Figure 1. PDN straps and rails.
Bar = 20 um. Pins as bars on the die edge.
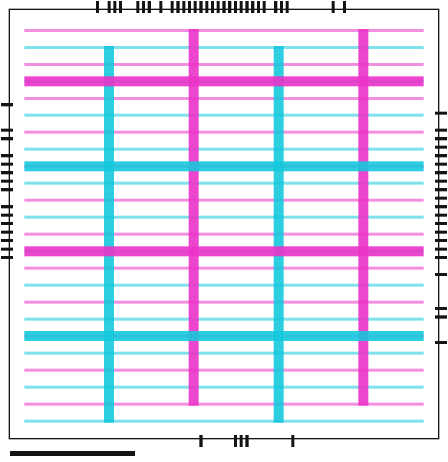
Figure 2. Cell classes on the final placement.
Bar = 20 um.
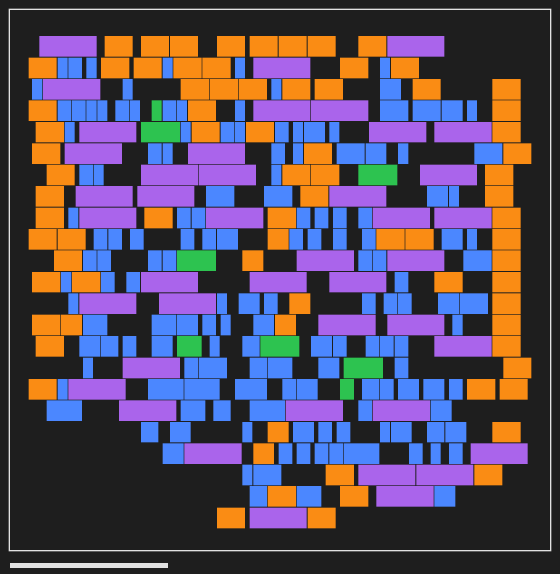
Figure 3. Routed clock nets over the placement.
Bar = 20 um.
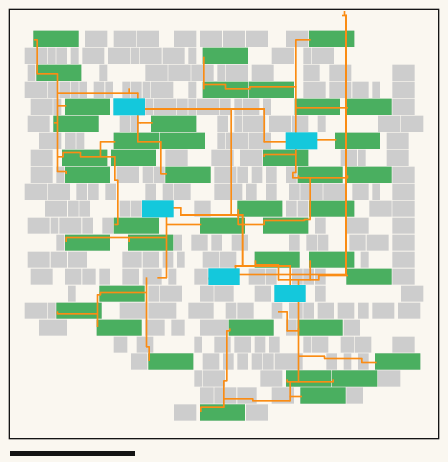
Figure 4. Metal layers overlaid.
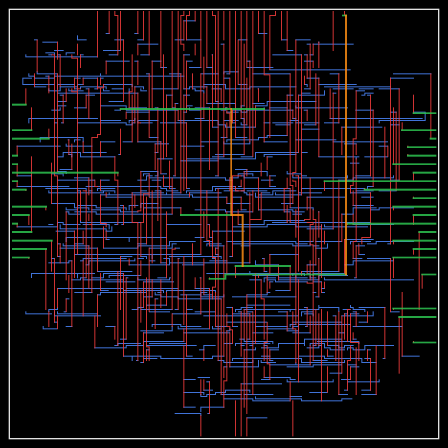
`config.mk`:
```
export PLATFORM = sky130hd
export DESIGN_NAME = alu_op_sequencer
export DESIGN_NICKNAME = d
export VERILOG_FILES = /design/src/rtl/alu_op_sequencer.sv
export SDC_FILE = /design/constraint.sdc
export NUM_CORES = 1
export LEC_CHECK = 0
export CAP_MARGIN = 20
export CORE_MARGIN = 2
export CORE_UTILIZATION = 43
export CTS_CLUSTER_SIZE = 12
export DETAILED_ROUTE_END_ITERATION = 8
export PLACE_DENSITY = 0.8
export SLEW_MARGIN = 15
export SYNTH_ARGS = -nofsm -noshare
export SYNTH_HDL_FRONTEND = slang
export SYNTH_SLANG_ARGS = --single-unit
```
`constraint.sdc`:
```
create_clock -name clk -period 2.2 [get_ports clk]
set_input_delay 0.33 -clock clk [delete_from_list [all_inputs] [get_ports clk]]
set_output_delay 0.33 -clock clk [all_outputs]
set_load 0.02 [all_outputs]
```
`src/rtl/alu_op_sequencer.sv`:
```
// alu_op_sequencer
//   Command front-end for an 8-bit ALU. A command accepted over cmd_valid/cmd_ready is
//   registered onto the ALU inputs and held for SETTLE_CYCLES cycles. The ALU result and
//   flags are then captured and offered over res_valid/res_ready. Each captured result
//   is also kept in an accumulator, and cmd_chain selects it as operand A.
//
// Ports
//   clk, rst_n                 clock, synchronous active-low reset
//   cmd_valid/ready            command handshake
//   cmd_op, cmd_a, cmd_b       opcode and operands
//   cmd_chain                  use the accumulator instead of cmd_a
//   alu_sel, alu_a, alu_b      registered ALU inputs
//   alu_out, alu_co, alu_z     ALU result and flags (combinational from ALU)
//   res_valid/ready            result handshake
//   res_data, res_co, res_z    captured result and flags
//   op_count                   completed-operation counter (wraps)
module alu_op_sequencer #(
    parameter int unsigned SETTLE_CYCLES = 1
) (
    input  logic       clk,
    input  logic       rst_n,
    input  logic       cmd_valid,
    output logic       cmd_ready,
    input  logic [1:0] cmd_op,
    input  logic [7:0] cmd_a,
    input  logic [7:0] cmd_b,
    input  logic       cmd_chain,
    output logic [1:0] alu_sel,
    output logic [7:0] alu_a,
    output logic [7:0] alu_b,
    input  logic [7:0] alu_out,
    input  logic       alu_co,
    input  logic       alu_z,
    output logic       res_valid,
    input  logic       res_ready,
    output logic [7:0] res_data,
    output logic       res_co,
    output logic       res_z,
    output logic [7:0] op_count
);

    if (SETTLE_CYCLES < 1 || SETTLE_CYCLES > 15) begin : gBadSettle
        $error("alu_op_sequencer: SETTLE_CYCLES=%0d outside legal range 1..15", SETTLE_CYCLES);
    end

    localparam logic [1:0] IDLE   = 2'd0;
    localparam logic [1:0] DRIVE  = 2'd1;
    localparam logic [1:0] RESULT = 2'd2;

    localparam logic [3:0] LastCnt = 4'(SETTLE_CYCLES - 1);

    logic [1:0] stateQ, stateD;
    logic [3:0] cntQ, cntD;
    logic [1:0] aluSelQ, aluSelD;
    logic [7:0] aluAQ, aluAD;
    logic [7:0] aluBQ, aluBD;
    logic [7:0] resDataQ, resDataD;
    logic       resCoQ, resCoD;
    logic       resZQ, resZD;
    logic [7:0] accQ, accD;
    logic [7:0] opCountQ, opCountD;

    always_comb begin
        stateD   = stateQ;
        cntD     = cntQ;
        aluSelD  = aluSelQ;
        aluAD    = aluAQ;
        aluBD    = aluBQ;
        resDataD = resDataQ;
        resCoD   = resCoQ;
        resZD    = resZQ;
        accD     = accQ;
        opCountD = opCountQ;
        case (stateQ)
            IDLE: begin
                if (cmd_valid) begin
                    aluSelD = cmd_op;
                    aluAD   = cmd_chain ? accQ : cmd_a;
                    aluBD   = cmd_b;
                    cntD    = 4'd0;
                    stateD  = DRIVE;
                end
            end
            DRIVE: begin
                // Counter starts at 0 on the first DRIVE cycle, so capture lands
                // exactly SETTLE_CYCLES edges after the accept edge.
                if (cntQ == LastCnt) begin
                    resDataD = alu_out;
                    resCoD   = alu_co;
                    resZD    = alu_z;
                    accD     = alu_out;
                    opCountD = opCountQ + 8'd1;
                    stateD   = RESULT;
                end else begin
                    cntD = cntQ + 4'd1;
                end
            end
            RESULT: begin
                if (res_ready) begin
                    stateD = IDLE;
                end
            end
            default: stateD = IDLE;
        endcase
    end

    always_ff @(posedge clk) begin
        if (!rst_n) begin
            stateQ   <= IDLE;
            cntQ     <= 4'd0;
            aluSelQ  <= 2'd0;
            aluAQ    <= 8'd0;
            aluBQ    <= 8'd0;
            resDataQ <= 8'd0;
            resCoQ   <= 1'b0;
            resZQ    <= 1'b0;
            accQ     <= 8'd0;
            opCountQ <= 8'd0;
        end else begin
            stateQ   <= stateD;
            cntQ     <= cntD;
            aluSelQ  <= aluSelD;
            aluAQ    <= aluAD;
            aluBQ    <= aluBD;
            resDataQ <= resDataD;
            resCoQ   <= resCoD;
            resZQ    <= resZD;
            accQ     <= accD;
            opCountQ <= opCountD;
        end
    end

    assign cmd_ready = (stateQ == IDLE);
    assign res_valid = (stateQ == RESULT);
    assign alu_sel   = aluSelQ;
    assign alu_a     = aluAQ;
    assign alu_b     = aluBQ;
    assign res_data  = resDataQ;
    assign res_co    = resCoQ;
    assign res_z     = resZQ;
    assign op_count  = opCountQ;

endmodule

```
==> metrics.csv <==
metric,value,unit
outcome,"finished, final reports clean",
drive_gt1_frac,0.06115,
slowest_stage,sky130_fd_sc_hd__clkdlybuf4s50_1,
seq_cell_power,849,uW
post_synth_ao_oa_area_fraction,0.1969,
cts_hold_buffers_added,0,
synth.cellmix.xorXnorShare,0.004888,
ys_sh_mux,0.05028,
critPathBufInv,1,
timing.hold.worst.class,reg -> reg,
route.detailed.drc,0,
register_to_register_setup_slack,330,ps
cts_setup_buffers,0,
worst_hold_slack,455.4,ps
synthesis.yosys.warnings,0,
final_max_slew_viol_count,0,
setup_viol_count_final,0,
worstReg2RegStart,cntQ[0]$_SDFFE_PN0P_,
syn_area_per_cell,8.573,um2
yosysChipArea,0.001792,mm2
timing.hold.worst_path_depth,2,
cp.depth,2,
design_power_total,1.723,mW
comb_area,873.3,um2
timing.critical_path.required,1870,ps
drt_iter0_drc,59,
cp_arrival,1670,ps
top_cell,sky130_fd_sc_hd__dfxtp_1,
critical_path.top_delay_family,buffers and inverters,
ys_top_logic_family,simple AND/OR/NAND/NOR gates,
clock_buffer_count,6,
fin_nets,313,
min_period,2000,ps
synth-async-reset-ratio,0,
worst-slew-pin-transition,500.1,ps
clockBufferDepth,2,
nFillCells,362,
worst_slew_margin_relative_to_its_limit,0.6656,
topCellsByArea,"sky130_fd_sc_hd__dfxtp_1 47%, sky130_fd_sc_hd__a21oi_1 8.4%, sky130_fd_sc_hd__mux2i_1 5.0%",
layout.area.seq,840.8,um2
cap_viol_max_count,0,
signal_buffer_area_fraction,0.2858,
cts_buf_count,5,
power.switching_fraction,0.2898,
worstReg2RegEnd,op_count[4]$_SDFFE_PN0P_,
synthToLayoutAreaGrowth,47.07,%
top_area_cell,sky130_fd_sc_hd__dfxtp_1,
enable_flop_cells,0,
clock_skew,8.607,ps
warning_count,27,
n_multi_input_combinational_cell,146,
pre_cts_ws,378.7,ps
gp_congestion,0.7245,
power-per-cell-area,653.8,mW/mm2
clkCellAreaFrac,0.03276,
die_w,68.55,um
floorplan.core_util,0.4479,
synth-cells-yosys,209,
comb-power,381,uW
synth.ff_latch_count,42,
yosys.cell_types.count,29,
adder_share,0.02095,
max_stage_delay,630,ps
design.seq.count,42,
numPlacedInstances,320,
pwr.group.clock,493,uW
cts.reportedPaths.clkPinSlew,80,ps
finalWirelength,4708,um
critical_path.startpoint_type,flop,
h-tree-depth,2,
drt-wirelength-per-cell,14.35,um
worstPathMaxFanout,11,
critical_path_class,reg -> out,
final_cell_count_no_fill,328,
timing.hold.worst_endpoint,alu_b[1]$_SDFFE_PN0P_,
met3_length,243,um
num_antenna_cells,0,
maximum_number_of_pins_on_one_net_before_global_route_repair,27,
io_pins,71,
vias_in_the_first_global_route,1622,
floorplan.tapcells,50,
use_met1,0.2452,
worstPathCellList,"nor2b_1, clkdlybuf4s50_1",
place.port_buffers,70,
primary_flip_flop_cell_chosen_by_synthesis_mapping,sky130_fd_sc_hd__dfxtp_1,
timing.critical_path.to,res_valid,
synthTopCellsByCount,"42 x sky130_fd_sc_hd__dfxtp_1, 30 x sky130_fd_sc_hd__a21oi_1, 23 x sky130_fd_sc_hd__nand2_1",
ys_seq_frac,0.4693,
power_top_consumer,registers,
About Figure 1:
- magenta: VDD
- cyan: VSS
- rows: 23
- met1 rails: 24

About Figure 2:
- orange: remaining buffers and delay cells (cells 77)
- blue: remaining logic cells (cells 151)
- green: clock drivers and dummy loads (cells 8)
- purple: registers (cells 42)
Post-Layout Inst Area: 0.002635 mm2
sequential share of cell area: 0.3191
core footprint: 0.004000 mm2
row count: 23
final core utilization: 0.6587

About Figure 3:
- green: flip-flops (count 42)
- orange: clock wires (length 512 um)
- cyan: clock-net drivers (count 5)
- routed clock nets: 6

About Figure 4:
- red: M2 (wire length 2,330 um)
- green: M3 (wire length 243 um)
- orange: M4 (wire length 68.5 um)
- blue: M1 (wire length 2,070 um)

Power and IR drop assume default switching activity.
